`config.mk`:
```
export PLATFORM = sky130hd
export DESIGN_NAME = freq_gate_counter
export DESIGN_NICKNAME = d
export VERILOG_FILES = /design/src/rtl/freq_gate_counter.sv
export SDC_FILE = /design/constraint.sdc
export NUM_CORES = 1
export LEC_CHECK = 0
export ABC_AREA = 1
export CORE_AREA = 2 2 119 110
export DETAILED_ROUTE_END_ITERATION = 12
export DIE_AREA = 0 0 121 112
export HOLD_SLACK_MARGIN = 0.1
export MAX_ROUTING_LAYER = met4
export PLACE_DENSITY_LB_ADDON = 0.12
export SLEW_MARGIN = 20
export SYNTH_ARGS = -nofsm -noshare
export SYNTH_HDL_FRONTEND = slang
export SYNTH_SLANG_ARGS = --single-unit
```
`constraint.sdc`:
```
create_clock -name clk -period 3.92 [get_ports clk]
set_input_delay 0.392 -clock clk [delete_from_list [all_inputs] [get_ports clk]]
set_output_delay 0.392 -clock clk [all_outputs]
set_load 0.02 [all_outputs]
```
`src/rtl/freq_gate_counter.sv`:
```
// freq_gate_counter: measurement front end of the frequency counter.
// Counts synchronized rising edges of sig_in over back-to-back windows of
// GATE_CYCLES clocks and publishes each completed window's saturating count.

`timescale 1ns/1ps

module freq_gate_counter #(
    parameter int unsigned GATE_CYCLES = 32'd100_000_000,
    parameter int unsigned COUNT_W     = 27
) (
    input  logic               clk,
    input  logic               rst_n,
    input  logic               sig_in,
    input  logic               enable,
    output logic [COUNT_W-1:0] freq_out,
    output logic               valid,
    output logic               overflow
);

    localparam int unsigned        GATE_W    = (GATE_CYCLES > 32'd1) ? $clog2(GATE_CYCLES) : 1;
    localparam logic [GATE_W-1:0]  GATE_LAST = GATE_W'(GATE_CYCLES - 32'd1);
    localparam logic [COUNT_W-1:0] CNT_MAX   = {COUNT_W{1'b1}};

    typedef enum logic {
        IDLE,
        MEASURE
    } state_e;

    state_e state_q, state_d;

    logic sync1_q, sync2_q, sync3_q;
    logic sigEdge, atMax;
    logic measuring, terminal;

    logic [COUNT_W-1:0] edgeCnt_q, edgeCnt_d;
    logic [GATE_W-1:0]  gateCnt_q, gateCnt_d;
    logic               sat_q, sat_d;
    logic [COUNT_W-1:0] freq_q, freq_d;
    logic               overflow_q, overflow_d;
    logic               valid_q, valid_d;

    // Three-flop chain: two stages against metastability, third for edge detect.
    always_ff @(posedge clk or negedge rst_n) begin
        if (!rst_n) begin
            sync1_q <= 1'b0;
            sync2_q <= 1'b0;
            sync3_q <= 1'b0;
        end else begin
            sync1_q <= sig_in;
            sync2_q <= sync1_q;
            sync3_q <= sync2_q;
        end
    end

    // Rising edge of the synchronized input and counter-at-ceiling flag.
    always_comb begin
        sigEdge = sync2_q & ~sync3_q;
        atMax   = (edgeCnt_q == CNT_MAX);
    end

    // FSM state register.
    always_ff @(posedge clk or negedge rst_n) begin
        if (!rst_n) begin
            state_q <= IDLE;
        end else begin
            state_q <= state_d;
        end
    end

    // FSM next state: enable alone decides between measuring and idling.
    always_comb begin
        state_d = state_q;
        case (state_q)
            IDLE:    if (enable)  state_d = MEASURE;
            MEASURE: if (!enable) state_d = IDLE;
            default: state_d = IDLE;
        endcase
    end

    // FSM outputs: measuring flag and the last cycle of the gate window.
    always_comb begin
        measuring = (state_q == MEASURE);
        terminal  = measuring && (gateCnt_q == GATE_LAST);
    end

    // Window datapath: count edges, publish on the terminal cycle, restart at once.
    always_comb begin
        edgeCnt_d  = edgeCnt_q;
        gateCnt_d  = gateCnt_q;
        sat_d      = sat_q;
        freq_d     = freq_q;
        overflow_d = overflow_q;
        valid_d    = 1'b0;
        if (!measuring) begin
            edgeCnt_d = '0;
            gateCnt_d = '0;
            sat_d     = 1'b0;
        end else if (terminal) begin
            freq_d     = (sigEdge && !atMax) ? edgeCnt_q + COUNT_W'(1) : edgeCnt_q;
            overflow_d = sat_q | (sigEdge & atMax);
            valid_d    = 1'b1;
            edgeCnt_d  = '0;
            gateCnt_d  = '0;
            sat_d      = 1'b0;
        end else begin
            gateCnt_d = gateCnt_q + GATE_W'(1);
            if (sigEdge) begin
                if (atMax) begin
                    sat_d = 1'b1;
                end else begin
                    edgeCnt_d = edgeCnt_q + COUNT_W'(1);
                end
            end
        end
    end

    // Window datapath registers.
    always_ff @(posedge clk or negedge rst_n) begin
        if (!rst_n) begin
            edgeCnt_q  <= '0;
            gateCnt_q  <= '0;
            sat_q      <= 1'b0;
            freq_q     <= '0;
            overflow_q <= 1'b0;
            valid_q    <= 1'b0;
        end else begin
            edgeCnt_q  <= edgeCnt_d;
            gateCnt_q  <= gateCnt_d;
            sat_q      <= sat_d;
            freq_q     <= freq_d;
            overflow_q <= overflow_d;
            valid_q    <= valid_d;
        end
    end

    assign freq_out = freq_q;
    assign valid    = valid_q;
    assign overflow = overflow_q;

endmodule

```
Routed metal, one color a layer:
Only two layers are drawn.
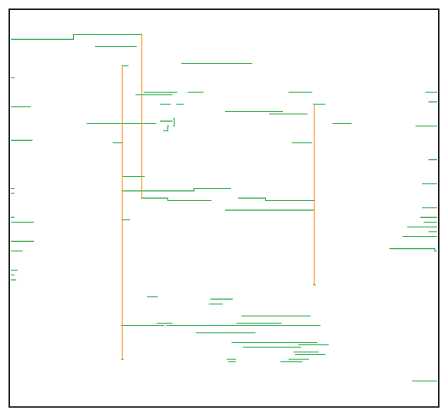
color	layer	wire length
orange	met4	180 µm
green	met3	584 µm
DR vias: 4240
Post-Route WL: 12000 µm
DR WL/cell: 14.1 µm

Port wiring:
The bar under the picture is 20 µm long.
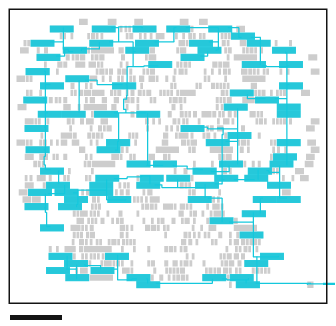
color	port	bits	direction	end cells	buffers	wire
cyan	rst_n	1	input	88	2	783 µm
IO Port Bufs: 32
I/O Pins: 33

The metal 2 layer:
The bar under the picture is 20 µm long.
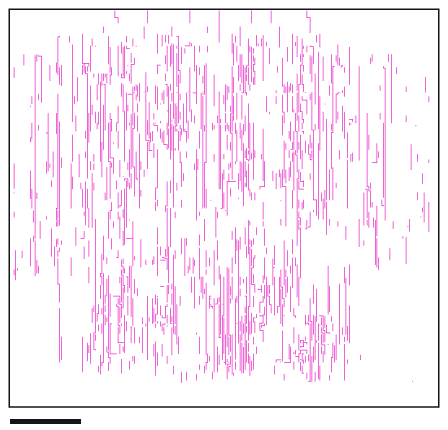
wire length on this layer	4870 µm
share of all routed wire	41%
nets with wire on the layer	531
met2 Use GR: 25.4%

Routed metal per tile:
The die is cut into 24 by 22 equal tiles; white is low, dark blue is high, scaled to the fullest tile. Values are wire area over tile area, all layers added.
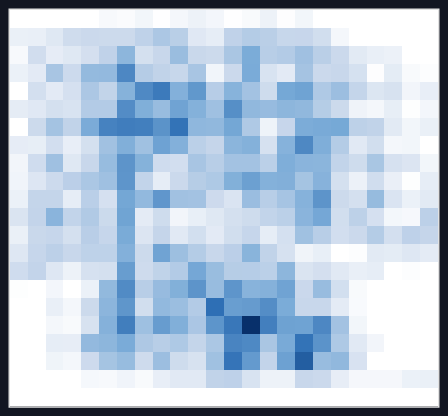
nearly empty tiles	17%
tiles over half the peak	10%
fullest tile	0.58
Global Route Usage Sum: 19.5%

Placed standard cells:
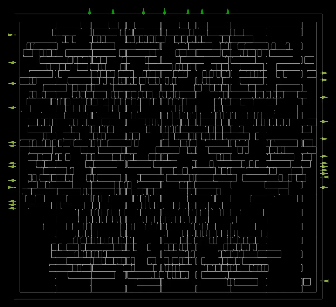
fillers: 1248
sequential cell area share: 39.7%
Core Util, Final: 44.9%
total core area: 12300 µm²

==> impl_metrics.toml <==
# implementation run metrics
[run_status]
outcome = "complete, no violations"

[setup_path]
rrSetupSlack_ps = 1540
crit_start = "gateCnt_q[0]$_DFF_PN0_"
cp_data_arrival_time_ps = 2610
crit_top_cell = "nand2_1"
worstReg2RegStart = "gateCnt_q[0]$_DFF_PN0_"
critPathTopFamily = "simple AND/OR/NAND/NOR gates"
reg2reg_to = "freq_out[21]$_DFFE_PN0P_"

[floorplanning]
die_h_um = 112
initCoreUtil_pct = 39.2
die_w_um = 121
die_area_um2 = 13600
num_rows = 39

[cts]
insertion_delay_ps = 340
cts.clk_slew.worst_paths_ps = 60
cts_setup_buffers = 0
cts_hold_buf = 0
cts_tree = "built"

[synth]
ys_types = 31
synth_area_um2 = 4840
syn-num-nets = 660
yosysWarnings = 0
ys_area_um2 = 4840
synth_area_per_cell_um2 = 7.40
synth_flop_count = 88

[global_route]
antenna_found_initial = 0
grt_pass1_wl_um = 20200

[timing]
fin_skew_ps = 5.89
fin_setup_tns_ps = 0
rsz0062_at_grt = "no"
hold_viol_final = 0
period_minus_slack_ps = 2380

[placement]
dpl_cell_area_um2 = 5250

[pwr]
report.power.total_mw = 1.85

[routing]
ant_nets = 0
viasPerCell = 4.97

[flow_run]
max-cap-violations = 0

[layout]
n_antenna_cell = 0
[metal layers]
metal	vias to the layer above	track usage (%)	wire, µm
li1	2130	-	-
met1	1984	30.3	6350
met2	116	25.4	4870
met3	10	2.82	584
met4	0	6.51	180
met5	-	-	0
[state kept, by name, indices dropped and copies added, names as in the netlist]
| register | count |
|---|---|
| sat_q | 1 |
| sync1_q | 1 |
| sync2_q | 1 |
| edgeCnt_q | 27 |
| sync3_q | 1 |
| freq_out | 27 |
| valid | 1 |
| overflow | 1 |
| measuring | 1 |
| gateCnt_q | 27 |
[how the worst min path moves through the flow]
stage	start	end	slack, ps	cells after the start
2_1_floorplan	rst_n	edgeCnt_q[0]$_DFFE_PN0P_	100	0
3_3_place_gp	sync1_q$_DFF_PN0_	sync2_q$_DFF_PN0_	340	0
3_5_place_dp	sync1_q$_DFF_PN0_	sync2_q$_DFF_PN0_	340	0
4_1_cts	rst_n	gateCnt_q[23]$_DFF_PN0_	190	1
5_1_grt	rst_n	gateCnt_q[23]$_DFF_PN0_	240	1
6_report	rst_n	gateCnt_q[23]$_DFF_PN0_	150	1
[area by class of cell]
cell class / count / area, µm² / share of cell area [%]
Clock buffer: 13 / 260 / 4.69
Clock inverter: 3 / 40.0 / 0.722
Inverter: 63 / 241 / 4.35
Multi-Input combinational cell: 489 / 2270 / 41.0
Sequential cell: 88 / 2200 / 39.7
Tap cell: 164 / 205 / 3.70
Timing Repair Buffer: 33 / 325 / 5.86
[cell usage in the layout (no fill, tap or decap), types with 5 or more instances in the layout]
master           netlist  routed
clkbuf_16              0       9
nor2_2                 6       6
nand2_1              226     226
inv_1                 57      57
a21oi_1               25      25
nor2_1                87      87
clkdlybuf4s50_1        0      31
nand3b_1              13      13
xnor2_1                5       5
inv_2                  5       5
nand2_2               14      14
nand4_1               20      20
nor3_1                27      27
nor2_4                 5       5
nand3_1               37      37
xor2_1                11      11
dfrtp_1               88      88
[where the power goes]
group | total, mW | switching [mW] | internal, mW
sequential | 0.921 | 0.00590 | 0.915
combinational | 0.0559 | 0.0448 | 0.0111
clock | 0.870 | 0.343 | 0.527
total | 1.85 | 0.394 | 1.45
[worst register-to-register path, stage by stage (launching register included)]
cell	delay, ps
dfrtp_1	410
ha_1	220
nand2_1	130
nor2_4	70
nand2_2	100
inv_2	60
nand2_1	100
nor2_4	50
nand2_2	510
clkinv_4	380
nand2_1	190
nand2_1	60
[cell usage after synthesis, drive strengths merged]
library cell  number
clkinv             1
inv               62
a31oi              1
a21o               1
xnor2              5
nor4               1
a21oi             26
nand3b            13
o21ai              4
buf               13
xor2              11
nand4             20
o21bai             1
dfrtp             88
ha                 2
nor2              98
nand3             38
clkbuf             1
nand2            241
nor3              27
[cell families after synthesis]
family	after synthesis	synth area share (%)
AOI/OAI and AO/OA	33	3.62
adders and majority gates	2	0.517
buffers and inverters	77	7.50
DFF	88	45.5
and+or+nand+nor	438	40.0
xor gates and xnor gates	16	2.90
Power and IR drop assume default switching activity.
